File: src/rtl/conv_32_8.sv
// 32-bit to 8-bit serializer: accepts one word per four clk_4f cycles and emits
// it MSB first; IDLE_SYM fills the link whenever no payload byte is sent.
module conv_32_8 #(
  parameter logic [7:0] IDLE_SYM = 8'hBC
) (
  input  logic        clk_4f,
  input  logic        reset_L,
  input  logic        active,
  input  logic [31:0] data_in,
  input  logic        valid_in,
  output logic        ready_out,
  output logic [7:0]  data_out,
  output logic        valid_out
);

  typedef enum logic {
    IDLE = 1'b0,
    SEND = 1'b1
  } state_t;

  state_t      state_r;
  state_t      state_s;
  logic [1:0]  cnt_r;
  logic [1:0]  cnt_s;
  logic [31:0] hold_r;
  logic [31:0] hold_s;
  logic [7:0]  data_s;
  logic        valid_s;
  logic        accept_s;

  // Ready only in IDLE; reset_L is folded in so ready is low throughout reset.
  assign ready_out = reset_L & active & (state_r == IDLE);
  assign accept_s  = valid_in & ready_out;

  // Next-state and next-output logic; the accept edge already emits the MSB.
  always_comb begin
    state_s = state_r;
    cnt_s   = cnt_r;
    hold_s  = hold_r;
    data_s  = IDLE_SYM;
    valid_s = 1'b0;
    case (state_r)
      IDLE: begin
        if (accept_s) begin
          hold_s  = data_in;
          data_s  = data_in[31:24];
          valid_s = 1'b1;
          cnt_s   = 2'd1;
          state_s = SEND;
        end else begin
          data_s  = IDLE_SYM;
          valid_s = 1'b0;
        end
      end
      SEND: begin
        // cnt wraps 3 -> 0 on the final byte, matching the return to IDLE.
        cnt_s   = cnt_r + 2'd1;
        valid_s = 1'b1;
        case (cnt_r)
          2'd1:    data_s = hold_r[23:16];
          2'd2:    data_s = hold_r[15:8];
          2'd3: begin
            data_s  = hold_r[7:0];
            state_s = IDLE;
          end
          default: begin
            data_s  = IDLE_SYM;
            valid_s = 1'b0;
            cnt_s   = 2'd0;
            state_s = IDLE;
          end
        endcase
      end
      default: begin
        state_s = IDLE;
        cnt_s   = 2'd0;
        data_s  = IDLE_SYM;
        valid_s = 1'b0;
      end
    endcase
  end

  // State and registered outputs; reset aborts any word in flight.
  always_ff @(posedge clk_4f) begin
    if (!reset_L) begin
      state_r   <= IDLE;
      cnt_r     <= 2'd0;
      hold_r    <= 32'd0;
      data_out  <= 8'h00;
      valid_out <= 1'b0;
    end else begin
      state_r   <= state_s;
      cnt_r     <= cnt_s;
      hold_r    <= hold_s;
      data_out  <= data_s;
      valid_out <= valid_s;
    end
  end

endmodule

File: config.mk
export PLATFORM = sky130hd
export DESIGN_NAME = conv_32_8
export DESIGN_NICKNAME = d
export VERILOG_FILES = /design/src/rtl/conv_32_8.sv
export SDC_FILE = /design/constraint.sdc
export NUM_CORES = 1
export LEC_CHECK = 0
export ABC_AREA = 1
export CELL_PAD_IN_SITES_DETAIL_PLACEMENT = 1
export CELL_PAD_IN_SITES_GLOBAL_PLACEMENT = 1
export CORE_MARGIN = 4
export CORE_UTILIZATION = 42
export DETAILED_ROUTE_END_ITERATION = 12
export DONT_BUFFER_PORTS = 1
export PLACE_DENSITY_LB_ADDON = 0.1
export SYNTH_ARGS = -nofsm -noshare
export SYNTH_HDL_FRONTEND = slang
export SYNTH_SLANG_ARGS = --single-unit
File: constraint.sdc
create_clock -name clk_4f -period 1.4 [get_ports clk_4f]
set_input_delay 0.28 -clock clk_4f [delete_from_list [all_inputs] [get_ports clk_4f]]
set_output_delay 0.28 -clock clk_4f [all_outputs]
set_load 0.1 [all_outputs]
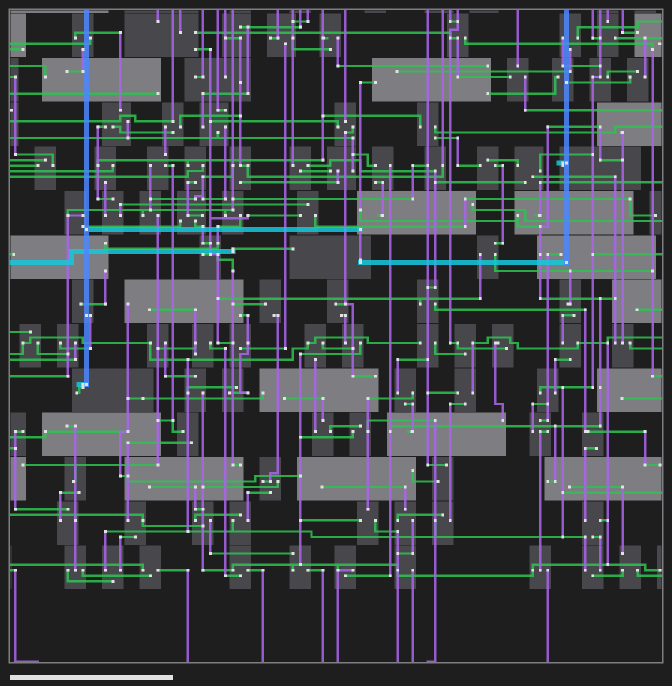
(run_1/closeup.png)
Scale bar: 10 µm. Region (16, 1) to (56, 41) µm. Cells in gray, sequential cells in the stronger gray; small squares are vias.
- blue: M4
- purple: M2
- green: M1
- cyan: M3
- cells with their middle in the window: 105
- sequential cells in the window: 15
- most frequent: nand2_1 (46), nor2_1 (20), dfxtp_1 (15)
- netlist names of flops here include: `hold_r` (12), `data_out` (3)

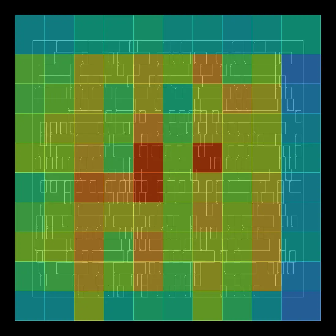
(run_1/congestion_map.png)
met3 Use GR: 4.49%
GRT Overall Usage: 16.6%
met2 usage: 25.3%
GR Util met1: 21.4%
wire per inst: 12.7 µm

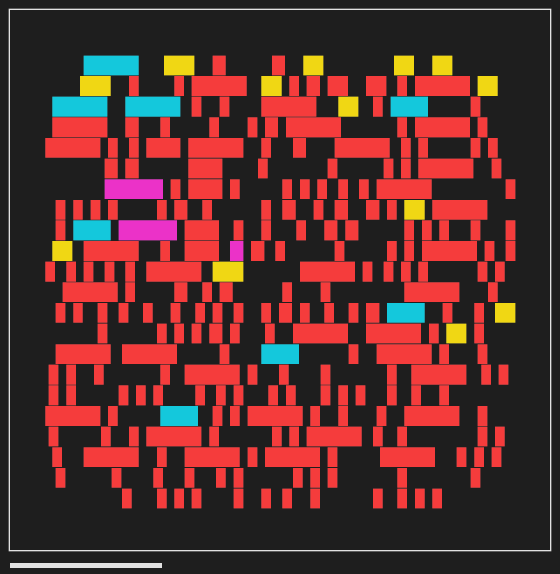
(run_1/sizing.png)
Scale bar: 20 µm.
- cyan: x6 and larger (cells 8; most used clkbuf_8)
- red: x1 and smaller (cells 235; most used nand2_1)
- magenta: x2 (cells 3; most used dfxtp_2)
- yellow: x3 and x4 (cells 13; most used buf_4)
synthesis-to-finish area growth: 10.6%
Final WS setup: 104 ps

==> results.sh, run 1 <==
# implementation run metrics
export IMPL_numCtsBuffers=5
export IMPL_hold_class="input port to flip-flop"
export IMPL_top_register="hold_r"
export IMPL_reg2reg_slack_ps=110
export IMPL_seq_cells=36
export IMPL_bufAreaShareNonClock_pct=6.47
export IMPL_die_h_um=71.2
export IMPL_start_kind="flip-flop"
export IMPL_drive_gt1_share_pct=9.27
export IMPL_switchingPower_w=0.000568
export IMPL_ys_ff=36
export IMPL_met1Wirelength_um=1810
export IMPL_ff_latch_area_um2=723
export IMPL_top_cell="nand2_1"
export IMPL_totalPowerFinal_w=0.00205
export IMPL_mux_share_pct=0
export IMPL_setup_viol=0
export IMPL_p_seq_w=0.00111
export IMPL_combPwrFrac_pct=14.4
export IMPL_core_mm2=0.00377
export IMPL_drv_slew=0
export IMPL_critPathMaxStageDelay_ps=380
export IMPL_timing_hold_ws_ps=111
export IMPL_num_vias=1449
export IMPL_rsz0062_at_grt="yes"
export IMPL_clock_sinks=36
export IMPL_finalNonFillerCells=307
export IMPL_top_area_cell="dfxtp_1"
export IMPL_min_to="hold_r[9]"
export IMPL_num_fill_cells=512
export IMPL_endpoint="ready_out"
export IMPL_drc=0
export IMPL_nNetsFinal=302
export IMPL_synth_area_top_cells="dfxtp_1, nand2_1, nor2_1"
export IMPL_hold_path_startpoint="reset_L"
export IMPL_clk_insertion_delay_late_ps=280
export IMPL_critPathCaptureType="output pin"
export IMPL_n_tap_cell=48
export IMPL_die_area_mm2=0.00507
export IMPL_ys_sh_aoi_pct=3.58
export IMPL_antenna_found_initial=0
export IMPL_slew_headroom_pct=80.3
export IMPL_synth_logic_top_family="simple AND/OR/NAND/NOR gates"
export IMPL_ys_warn_count=0
export IMPL_diodes=0
export IMPL_crit_fanout=6
export IMPL_p_int_w=0.00148
export IMPL_r2r_start="cnt_r[0]"
export IMPL_final_cell_area_mm2=0.00186
export IMPL_cp_num_buf_inv=1
export IMPL_synth_main_ff_cell="dfxtp_1"
export IMPL_largestRegisters="hold_r: 24 flops, data_out: 8 flops, cnt_r: 2 flops"
export IMPL_synthDominantCellAreaShare_pct=42.9
export IMPL_gr_total_overflow=0
export IMPL_cts_hold_buf=0
export IMPL_path_clk_slew_ps=60
export IMPL_sh_seq_area_pct=38.9
export IMPL_cp_startpoint="state_r"
export IMPL_tool_warnings=32
export IMPL_final_antenna_net_count=0
export IMPL_dp_hpwl_um=2820
export IMPL_first_pass_iters=4
export IMPL_dp_cells=300
export IMPL_finClkSkew_ps=3.22
export IMPL_syn_area_per_cell_um2=6.66
export IMPL_grt_pass1_wl_um=6490
export IMPL_inverters=31
export IMPL_fin_setup_tns_ps=0
export IMPL_cts_tree="built"
export IMPL_route_met3_wl_um=197
export IMPL_wl_met2_um=1810
export IMPL_top_cells_by_count="nand2_1, nor2_1, dfxtp_1"
export IMPL_ys_sh_simple_pct=38.5
export IMPL_yosys_stat_cells=252
export IMPL_whs_path_depth=2
export IMPL_cts_buffer_depth=2
export IMPL_cp_required_ps=1120
export IMPL_cpMaxStageDelayCell="dfxtp_1"
export IMPL_n_all_buffers=13
export IMPL_ys_seq_share_pct=42.9
export IMPL_root_buffer="clkbuf_8"
export IMPL_power_leader="sequential cells"
export IMPL_ys_sh_xor_pct=0
export IMPL_synth_cell_types=16
export IMPL_largest_reg_flops=24
export IMPL_ys_sh_adder_pct=3.73
export IMPL_powerComb_w=0.000295
export IMPL_r2r_end="valid_out"
export IMPL_netSwitchingFraction_pct=27.7
export IMPL_irDropWorstVdd_mv=0.766
export IMPL_post_cts_buffers=0
export IMPL_cp_top_family="flip-flops"
export IMPL_logic_area_um2=768
export IMPL_htree_num_levels=2
export IMPL_ioPinCount=46
export IMPL_gp_congestion=0.705
export IMPL_synth_cells=252
export IMPL_cp_depth=2
export IMPL_final_common_cell="nand2_1"
export IMPL_ctsResizeCount=0
export IMPL_highest_layer="met4"
export IMPL_sh_comb_area_pct=41.4
export IMPL_reg2reg_depth=7
export IMPL_syn_area_mm2=0.00168
export IMPL_rows=22
export IMPL_dominant_cells="multi-input combinational cells"
export IMPL_critPathKind="flip-flop to output pin"
export IMPL_final_cell_mix="nand2_1, nor2_1, dfxtp_1"
export IMPL_ys_area_mm2=0.00168
export IMPL_grt_start_max_net_pins=54
export IMPL_cp_arrival_ps=1020
export IMPL_power_density_mw_per_mm2=1100
export IMPL_clockNetworkPower_w=0.000645
export IMPL_clockNetworkAreaShare_pct=3.71
export IMPL_pwr_share_clk_pct=31.5
export IMPL_fin_crit_sh_pct=92.6
export IMPL_post_place_ws_ps=69.1
export IMPL_status="finished clean"
export IMPL_nClkBuffers=5
export IMPL_fmax_mhz=772
export IMPL_pwr_share_seq_pct=54.1
export IMPL_crit_chain="nor2_8, buf_12"
export IMPL_p_leak_nw=0.962
export IMPL_vias_per_cell=4.72
export IMPL_final_util_pct=49.2
export IMPL_comb_multi_input_count=174
export IMPL_worst_pin_slew_ps=296
export IMPL_die_width_um=71.2
==> run_1/m2.png <==
Scale bar: 20 µm. Cells faint in the background.
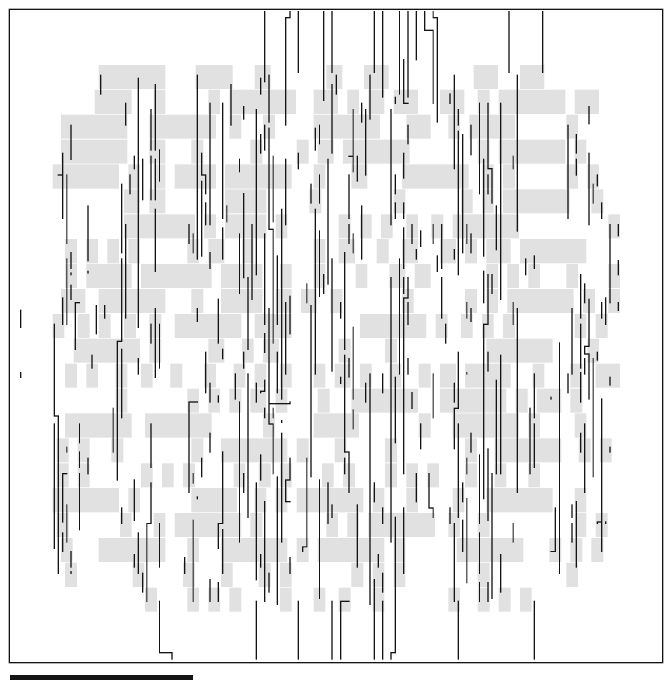

==> run 2, diff against run 1 <==
CORE_UTILIZATION = 46   (was 42)
clock period = 1.6 ns   (was 1.4 ns; I/O delays follow)
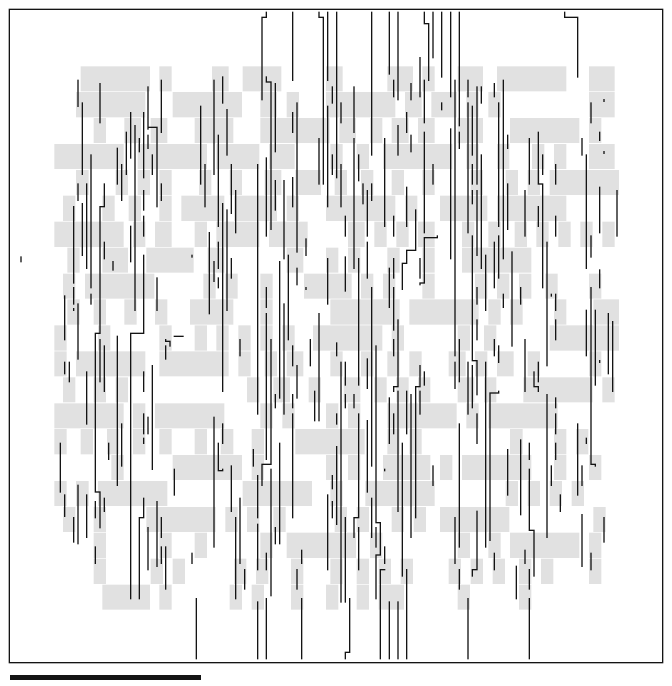
(run_2/m2.png)
Scale bar: 20 µm. Cells faint in the background.
- nets with wire on the layer: 234
- longest straight run: 28.9 µm
- main direction: vertical

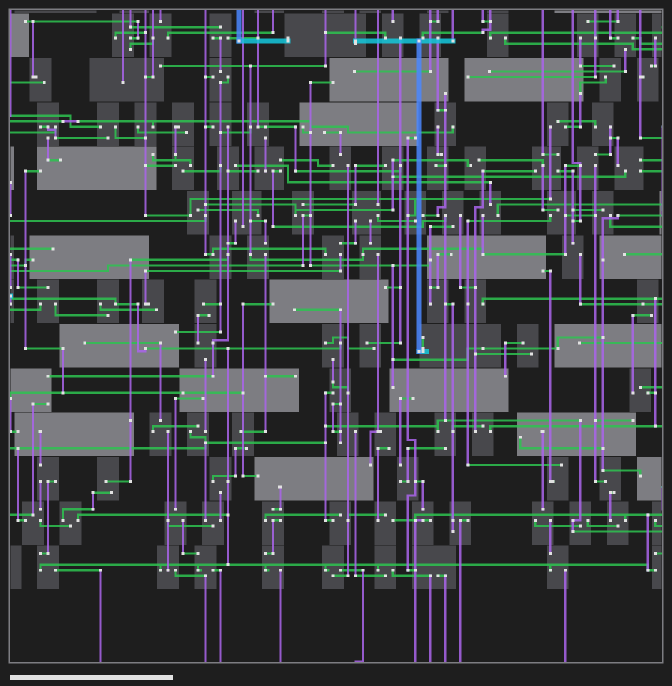
(run_2/closeup.png)
Scale bar: 10 µm. Region (14, 1) to (54, 41) µm. Cells in gray, sequential cells in the stronger gray; small squares are vias.
- purple: M2
- green: M1
- cyan: M3
- blue: M4
- netlist names of flops here include: `hold_r` (14), `data_out` (1)
- most frequent: nand2_1 (47), nor2_1 (21), inv_1 (16)
- sequential cells in the window: 15
- cells with their middle in the window: 109

==> run 2 against run 1 <==
  * Worst hold slack improved by 38 ps
  * Synthesized area is the same
  * Register-to-register slack improved by 120 ps
  * Global-route usage is 1.3 points higher
  * Count of clock-buffer cells in the layout up 1
  * Design area decreased by 2.2%
  * Sequential power fell by about 10%
  * Final cell count shrank 0.98%
  * Core utilization grew 3.5 points
  * Critical path type unchanged
  * Critical endpoint unchanged
  * Highest routed layer unchanged
==> results.sh, run 2 <==
# implementation run metrics
export IMPL_status="finished clean"
export IMPL_combPwrFrac_pct=13.6
export IMPL_p_seq_w=0.000968
export IMPL_sh_comb_area_pct=42.3
export IMPL_ys_sh_aoi_pct=3.58
export IMPL_finalWorstSetupSlack_ps=157
export IMPL_cts_tree="built"
export IMPL_final_antenna_net_count=0
export IMPL_use_met2_pct=27.5
export IMPL_fin_crit_sh_pct=90.2
export IMPL_critPathMaxStageDelay_ps=370
export IMPL_final_cell_area_mm2=0.00182
export IMPL_tool_warnings=30
export IMPL_crit_fanout=6
export IMPL_cts_hold_buf=0
export IMPL_fmax_mhz=693
export IMPL_pwr_share_clk_pct=33.2
export IMPL_grt_usage_pct=17.9
export IMPL_finClkSkew_ps=2.77
export IMPL_r2r_start="cnt_r[0]"
export IMPL_met1Wirelength_um=1730
export IMPL_ys_sh_adder_pct=3.73
export IMPL_min_to="hold_r[4]"
export IMPL_synthDominantCellAreaShare_pct=42.9
export IMPL_netSwitchingFraction_pct=28.4
export IMPL_grt_pass1_wl_um=6070
export IMPL_ff_latch_area_um2=721
export IMPL_clockNetworkPower_w=0.000604
export IMPL_core_mm2=0.00344
export IMPL_critPathKind="flip-flop to output pin"
export IMPL_cpMaxStageDelayCell="dfxtp_1"
export IMPL_critPathCaptureType="output pin"
export IMPL_final_common_cell="nand2_1"
export IMPL_n_tap_cell=46
export IMPL_synth_main_ff_cell="dfxtp_1"
export IMPL_post_place_ws_ps=269
export IMPL_mux_share_pct=0
export IMPL_synth_cells=252
export IMPL_highest_layer="met4"
export IMPL_ys_sh_xor_pct=0
export IMPL_ys_seq_share_pct=42.9
export IMPL_route_met3_wl_um=179
export IMPL_whs_path_depth=2
export IMPL_gr_usage_met3_pct=6.40
export IMPL_cp_startpoint="state_r"
export IMPL_wl_per_cell_um=12.4
export IMPL_diodes=0
export IMPL_grt_use_met1_pct=22.9
export IMPL_yosys_stat_cells=252
export IMPL_clk_insertion_delay_late_ps=280
export IMPL_power_leader="sequential cells"
export IMPL_slew_headroom_pct=64.5
export IMPL_endpoint="ready_out"
export IMPL_rsz0062_at_grt="no"
export IMPL_top_register="hold_r"
export IMPL_area_delta_synth_final_pct=8.12
export IMPL_comb_multi_input_count=174
export IMPL_num_vias=1426
export IMPL_drc=0
export IMPL_path_clk_slew_ps=70
export IMPL_drive_gt1_share_pct=7.75
export IMPL_syn_area_mm2=0.00168
export IMPL_num_fill_cells=487
export IMPL_grt_start_max_net_pins=54
export IMPL_gp_congestion=0.713
export IMPL_vias_per_cell=4.69
export IMPL_die_width_um=68.4
export IMPL_ys_area_mm2=0.00168
export IMPL_power_density_mw_per_mm2=1000
==> run_2/sizing.png <==
Scale bar: 20 µm.
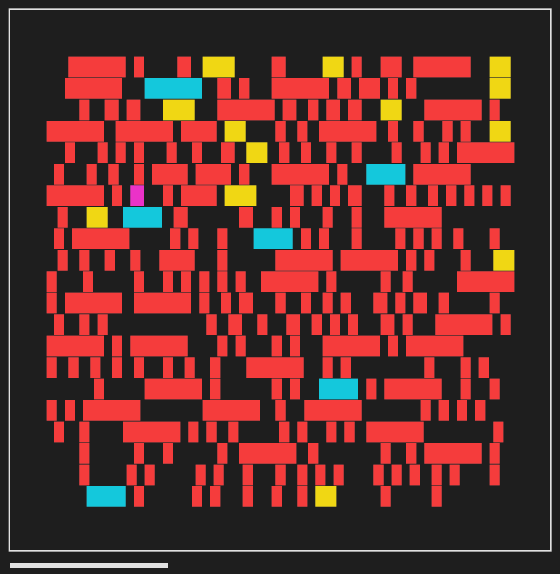

==> run 3, diff against run 2 <==
clock period = 1.8 ns   (was 1.6 ns; I/O delays follow)
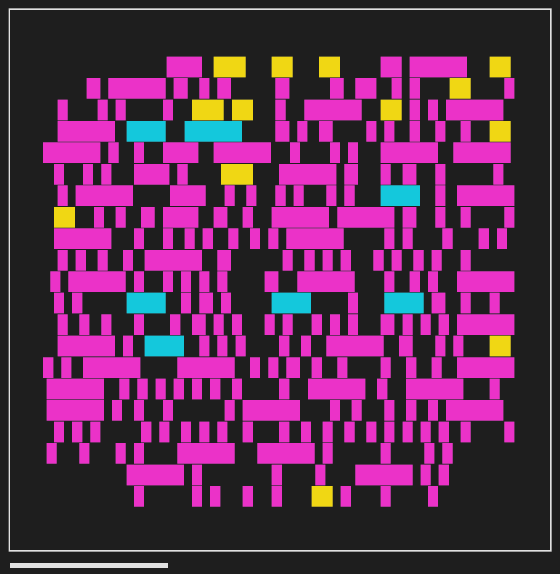
(run_3/sizing.png)
Scale bar: 20 µm.
- cyan: x6 and larger (cells 7; most used clkbuf_8)
- yellow: x3 and x4 (cells 13; most used buf_4)
- magenta: x1 and smaller (cells 239; most used nand2_1)

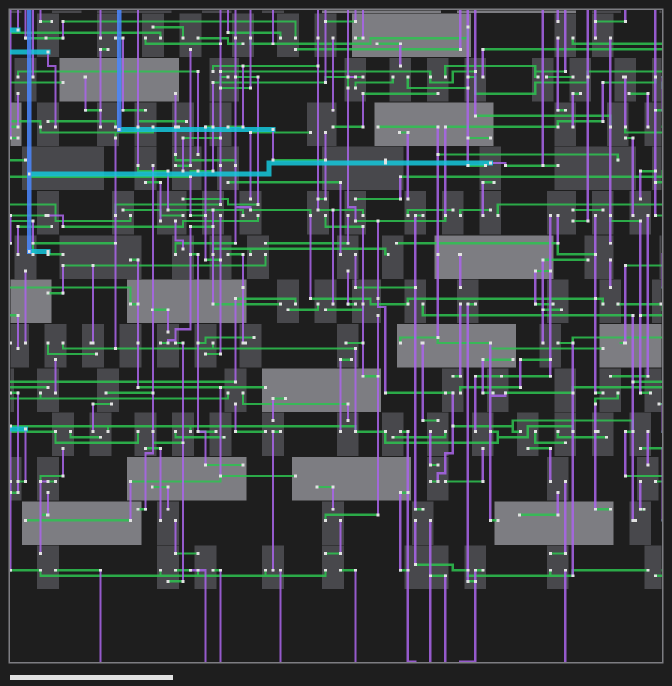
(run_3/closeup.png)
Scale bar: 10 µm. Region (14, 1) to (54, 41) µm. Cells in gray, sequential cells in the stronger gray; small squares are vias.
- green: M1
- purple: M2
- blue: M4
- cyan: M3
- cells with their middle in the window: 123
- sequential cells in the window: 12
- most frequent: nand2_1 (53), nor2_1 (27), inv_1 (17)
- netlist names of flops here include: `hold_r` (11), `data_out` (1)

==> run 3 against run 2 <==
  * Critical path depth is the same
  * Final cell count grew 0.33%
  * Synthesized cell count unchanged
  * Sequential power shrank 11%
  * Combinational power fell by 11%
  * Routed wire length rose by 0.16%
  * Register-to-register slack gained 200 ps
  * Flip-flop count did not move
  * Count of clock-buffer cells in the layout grew 2
  * Die area unchanged
  * Worst hold slack better by 45 ps
==> results.sh, run 3 <==
# implementation run metrics
export IMPL_ys_warn_count=0
export IMPL_netSwitchingFraction_pct=27.2
export IMPL_wl_per_cell_um=12.3
export IMPL_num_vias=1448
export IMPL_logic_area_um2=768
export IMPL_ys_sh_aoi_pct=3.58
export IMPL_status="finished clean"
export IMPL_synth_logic_top_family="simple AND/OR/NAND/NOR gates"
export IMPL_path_clk_slew_ps=70
export IMPL_grt_usage_pct=18.7
export IMPL_worst_pin_slew_ps=532
export IMPL_drc=0
export IMPL_critPathKind="flip-flop to output pin"
export IMPL_start_kind="flip-flop"
export IMPL_dp_hpwl_um=2750
export IMPL_synthDominantCellAreaShare_pct=42.9
export IMPL_hold_class="input port to flip-flop"
export IMPL_diodes=0
export IMPL_met1Wirelength_um=1680
export IMPL_mux_share_pct=0
export IMPL_htree_num_levels=2
export IMPL_largest_reg_flops=24
export IMPL_vias_per_cell=4.75
export IMPL_critPathCaptureType="output pin"
export IMPL_crit_fanout=5
export IMPL_use_met2_pct=31.5
export IMPL_rows=21
export IMPL_yosys_stat_cells=252
export IMPL_whs_path_depth=2
export IMPL_n_all_buffers=10
export IMPL_ys_sh_xor_pct=0
export IMPL_numCtsBuffers=5
export IMPL_syn_area_per_cell_um2=6.66
export IMPL_root_buffer="clkbuf_8"
export IMPL_top_cells_by_count="nand2_1, nor2_1, dfxtp_1"
export IMPL_clockNetworkAreaShare_pct=4.93
export IMPL_die_area_mm2=0.00468
export IMPL_top_cell="nand2_1"
export IMPL_num_fill_cells=465
export IMPL_dominant_cells="multi-input combinational cells"
export IMPL_final_antenna_net_count=0
export IMPL_final_util_pct=53.1
export IMPL_grt_use_met1_pct=22.2
export IMPL_totalPowerFinal_w=0.00166
export IMPL_area_delta_synth_final_pct=8.87
export IMPL_p_seq_w=0.000860
export IMPL_final_cell_area_mm2=0.00183
export IMPL_pwr_share_seq_pct=51.9
export IMPL_ys_ff=36
export IMPL_inverters=31
export IMPL_finalNonFillerCells=305
export IMPL_first_pass_iters=3
export IMPL_die_h_um=68.4
export IMPL_power_density_mw_per_mm2=907
export IMPL_cts_buffer_depth=2
export IMPL_bufAreaShareNonClock_pct=4.11
export IMPL_drv_slew=0
export IMPL_reg2reg_depth=6
export IMPL_ys_area_mm2=0.00168
export IMPL_cp_top_family="flip-flops"
export IMPL_antenna_found_initial=0
export IMPL_nClkBuffers=8
export IMPL_cpMaxStageDelayCell="dfxtp_1"
export IMPL_ioPinCount=46
export IMPL_cp_arrival_ps=1130
export IMPL_comb_multi_input_count=174
export IMPL_reg2reg_slack_ps=430
export IMPL_finClkSkew_ps=3.15
export IMPL_ctsResizeCount=0
export IMPL_r2r_start="cnt_r[0]"
export IMPL_route_met3_wl_um=209
No activity file was given, so power comes from the tool's default toggle rates.
